<file path="src/rtl/rotador_secuencial.sv">
// Sequential rotate stage: loads a word on Inicio and rotates it right by 2 bits
// once per clock for Pasos steps, then flags the result with a one-cycle Listo.
module rotador_secuencial #(
  parameter int ANCHO       = 8,
  parameter int ANCHO_PASOS = 3
) (
  input  logic                   Reloj,
  input  logic                   Reset_n,
  input  logic                   Inicio,
  input  logic [ANCHO-1:0]       Dato,
  input  logic [ANCHO_PASOS-1:0] Pasos,
  output logic                   Ocupado,
  output logic                   Listo,
  output logic [ANCHO-1:0]       Resultado,
  output logic [1:0]             Estado
);

  // Handshake: Inicio acts as valid and ~Ocupado as ready. A start is taken
  // only on an edge where the machine is in REPOSO; Inicio at any other time
  // is dropped, never queued. Dato/Pasos matter only on that accepting edge.

  typedef enum logic [1:0] {
    REPOSO  = 2'd0,
    ROTANDO = 2'd1,
    LISTO   = 2'd2
  } estado_t;

  estado_t                estado_q, estado_d;
  logic [ANCHO-1:0]       reg_q, reg_d;
  logic [ANCHO_PASOS-1:0] cnt_q, cnt_d;
  logic                   listo_q, ocupado_q;

  function automatic logic [ANCHO-1:0] rot2(input logic [ANCHO-1:0] v);
    return {v[1:0], v[ANCHO-1:2]};
  endfunction

  always_comb begin
    estado_d = estado_q;
    reg_d    = reg_q;
    cnt_d    = cnt_q;
    case (estado_q)
      REPOSO: begin
        if (Inicio) begin
          reg_d    = Dato;
          cnt_d    = Pasos;
          estado_d = (Pasos != '0) ? ROTANDO : LISTO;
        end
      end
      ROTANDO: begin
        reg_d = rot2(reg_q);
        cnt_d = cnt_q - ANCHO_PASOS'(1);
        if (cnt_q == ANCHO_PASOS'(1)) estado_d = LISTO;
      end
      LISTO:   estado_d = REPOSO;
      default: estado_d = REPOSO;
    endcase
  end

  // Listo/Ocupado are decoded from the next state so they leave a flop directly.
  always_ff @(posedge Reloj or negedge Reset_n) begin
    if (!Reset_n) begin
      estado_q  <= REPOSO;
      reg_q     <= '0;
      cnt_q     <= '0;
      listo_q   <= 1'b0;
      ocupado_q <= 1'b0;
    end else begin
      estado_q  <= estado_d;
      reg_q     <= reg_d;
      cnt_q     <= cnt_d;
      listo_q   <= (estado_d == LISTO);
      ocupado_q <= (estado_d != REPOSO);
    end
  end

  assign Resultado = reg_q;
  assign Listo     = listo_q;
  assign Ocupado   = ocupado_q;
  assign Estado    = estado_q;

endmodule

</file>
<file path="config.mk">
export PLATFORM = sky130hd
export DESIGN_NAME = rotador_secuencial
export DESIGN_NICKNAME = d
export VERILOG_FILES = /design/src/rtl/rotador_secuencial.sv
export SDC_FILE = /design/constraint.sdc
export NUM_CORES = 1
export LEC_CHECK = 0
export CORE_ASPECT_RATIO = 0.9
export CORE_MARGIN = 4
export CORE_UTILIZATION = 50
export CTS_BUF_LIST = sky130_fd_sc_hd__clkbuf_4 sky130_fd_sc_hd__clkbuf_8
export DETAILED_ROUTE_END_ITERATION = 7
export GPL_ROUTABILITY_DRIVEN = 0
export HOLD_SLACK_MARGIN = 0.08
export PLACE_DENSITY = 0.87
export SLEW_MARGIN = 30
export SYNTH_ARGS = -nofsm -noshare
export SYNTH_HDL_FRONTEND = slang
export SYNTH_SLANG_ARGS = --single-unit
</file>
<file path="constraint.sdc">
create_clock -name Reloj -period 1.9 [get_ports Reloj]
set_input_delay 0.57 -clock Reloj [delete_from_list [all_inputs] [get_ports Reloj]]
set_output_delay 0.57 -clock Reloj [all_outputs]
set_load 0.02 [all_outputs]
</file>
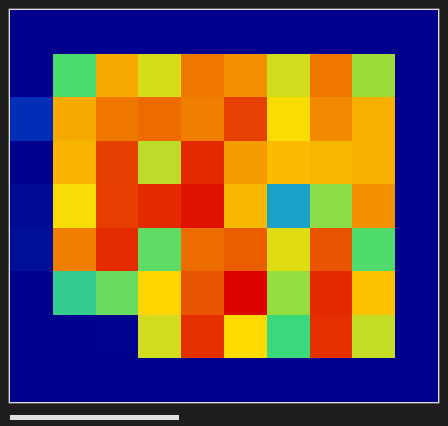
**Above:** local utilization.
The bar under the picture is 20 um long. The die is cut into 10 by 9 equal tiles; dark blue is low, red is high, 0 to 100% covered.
fullest tile: 100%
emptiest ninth of the die: south-west
nearly empty tiles: 37%
tiles over 75% full: 39%
densest ninth of the die: center
FP Util: 54.8%
final core occ: 75.7%
core area: 1500 um^2

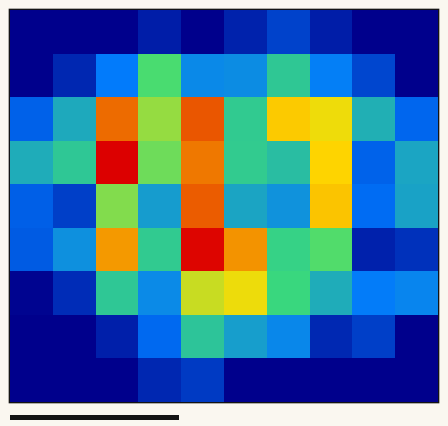
**Above:** signal metal coverage by tile.
The bar under the picture is 20 um long. The die is cut into 10 by 9 equal tiles; dark blue is low, red is high, scaled to the fullest tile. Values are wire area over tile area, all layers added.
fullest tile: 0.43
nearly empty tiles: 22%
densest ninth of the die: center
Routed WL per cell: 14.8 um
all-layer global routing usage: 19.7%
final WL: 1980 um
DR vias: 746

==> results.yml <==
# generated from flow reports
pwr:
  p_total_uw: 1780
grt:
  grt_overflow: 0
  grt_start_max_net_pins: 18
  grt_pass1_wl_um: 3320
  antenna_found_initial: 0
logic_synthesis:
  synthArstFlopShare_pct: 100
  synthXorXnorAreaFrac_pct: 0
  top_area_share_pct: 45.8
  synthCells: 83
  synth_nets: 99
  area_leaders: "dfrtp_1 (46%), a22oi_1 (8.2%), nor2b_1 (6.9%)"
  top_cell: "dfrtp_1"
  edf_count: 0
  synthAoiAreaFrac_pct: 26.4
  logic_family: "AND-OR/OR-AND gates"
die:
  die_x_um: 50.7
setup_path:
  crit_chain: "clkdlybuf4s50_1"
  max_stage_delay_ps: 610
  crit_required_ps: 1330
  cp-start-kind: "register"
  worst_path_max_delay_cell: "clkdlybuf4s50_1"
  rr_endpoint: "cnt_q[2]"
  endpoint_kind: "primary output"
detailed_routing:
  wl_met1_um: 865
  top_layer: "met4"
  dr_wl_met3_um: 127
  met2_length_um: 953
timing:
  worst_clock_skew_ps: 6.93
  fin_crit_sh_pct: 96.2
  worst_pin_slew_ps: 284
  layout_min_cycle_time_ps: 1830
  max_freq_mhz: 547
  setup-violations-final: 0
  whs_ps: 534
run_status:
  status: "finished clean"
layout:
  final_layout_top_logic_cells: "clkdlybuf4s50_1 (17), dfrtp_1 (15), o21ai_0 (10)"
  nets: 128
  lay_top_count: "clkdlybuf4s50_1"
  antenna_cells: 0
job:
  tool_warnings: 27
clocking:
  cts_tree: "built"
  clkLatencyLatePin_ps: 290
  clockBufferDepth: 2
  holdBufCountCts: 0
  cts.htree.levels: 1
hold_path:
  min-delay-path-class: "reg2reg"
placement:
  placed_area_um2: 1090
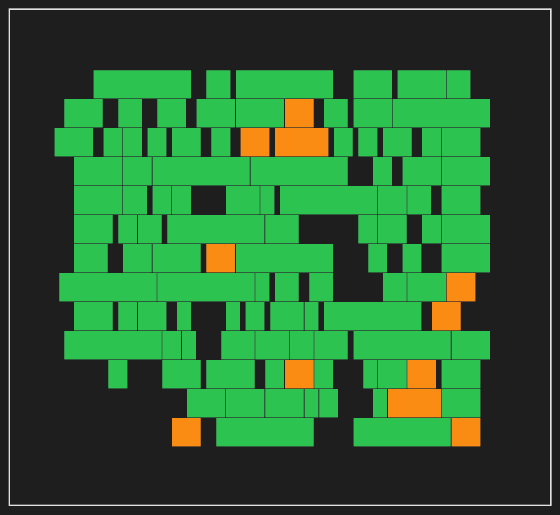
**Above:** cells by drive strength.
| color | size | cells |
|---|---|---|
| green | drive 1 or less | 100 |
| orange | drive 3 to 4 | 11 |
Finished Cell Area: 1130 um^2
Worst Slack Setup Final: 72.5 ps

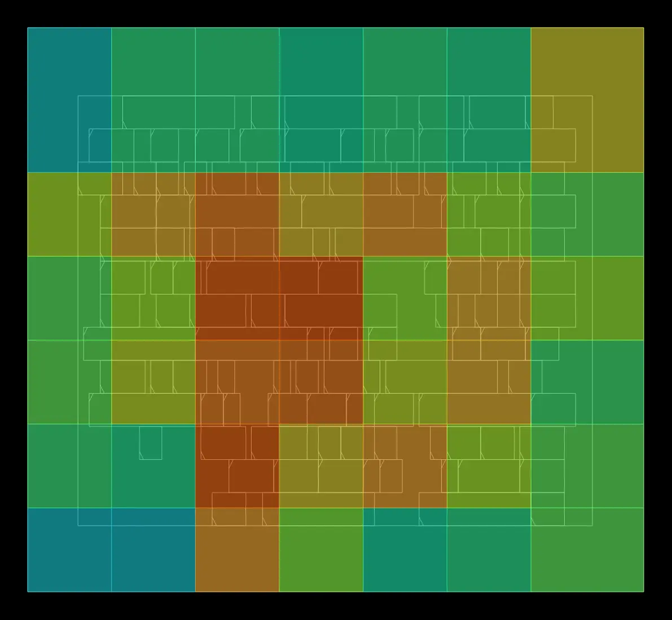
**Above:** congestion heat map.
met3 Track Usage GR: 3.88%
routing usage on met2: 34.9%
GR peak layer: met2

## sequential cells by signal (all words and copies together) (netlist names)
register   flops
Resultado      8
Listo          1
Ocupado        1
Estado         2
cnt_q          3
## where the power goes
part | switching, uW | internal, uW | total [uW]
registers | 107 | 471 | 578
logic | 539 | 455 | 994
clock network | 109 | 96.1 | 205
## area by class of cell
type                       count  area [um^2]
clock buffer                   4         30.0
timing repair buffer          30          304
sequential                    15          375
tap                           22         27.5
fill                         125          364
inverter                       5         18.8
multi-input combinational     57          377
## worst max path at each step
stage / startpoint / endpoint / cells after the start
floorplan: cnt_q[0] / cnt_q[2] / 5
global placement: Inicio / cnt_q[1] / 4
detailed placement: Inicio / Resultado[6] / 4
CTS: Resultado[7] / Resultado[7] / 1
global route: Estado[0] / Estado[0] / 1
finish: Estado[0] / Estado[0] / 1
Power figures rest on the tool's default switching activity, not on a simulated workload.
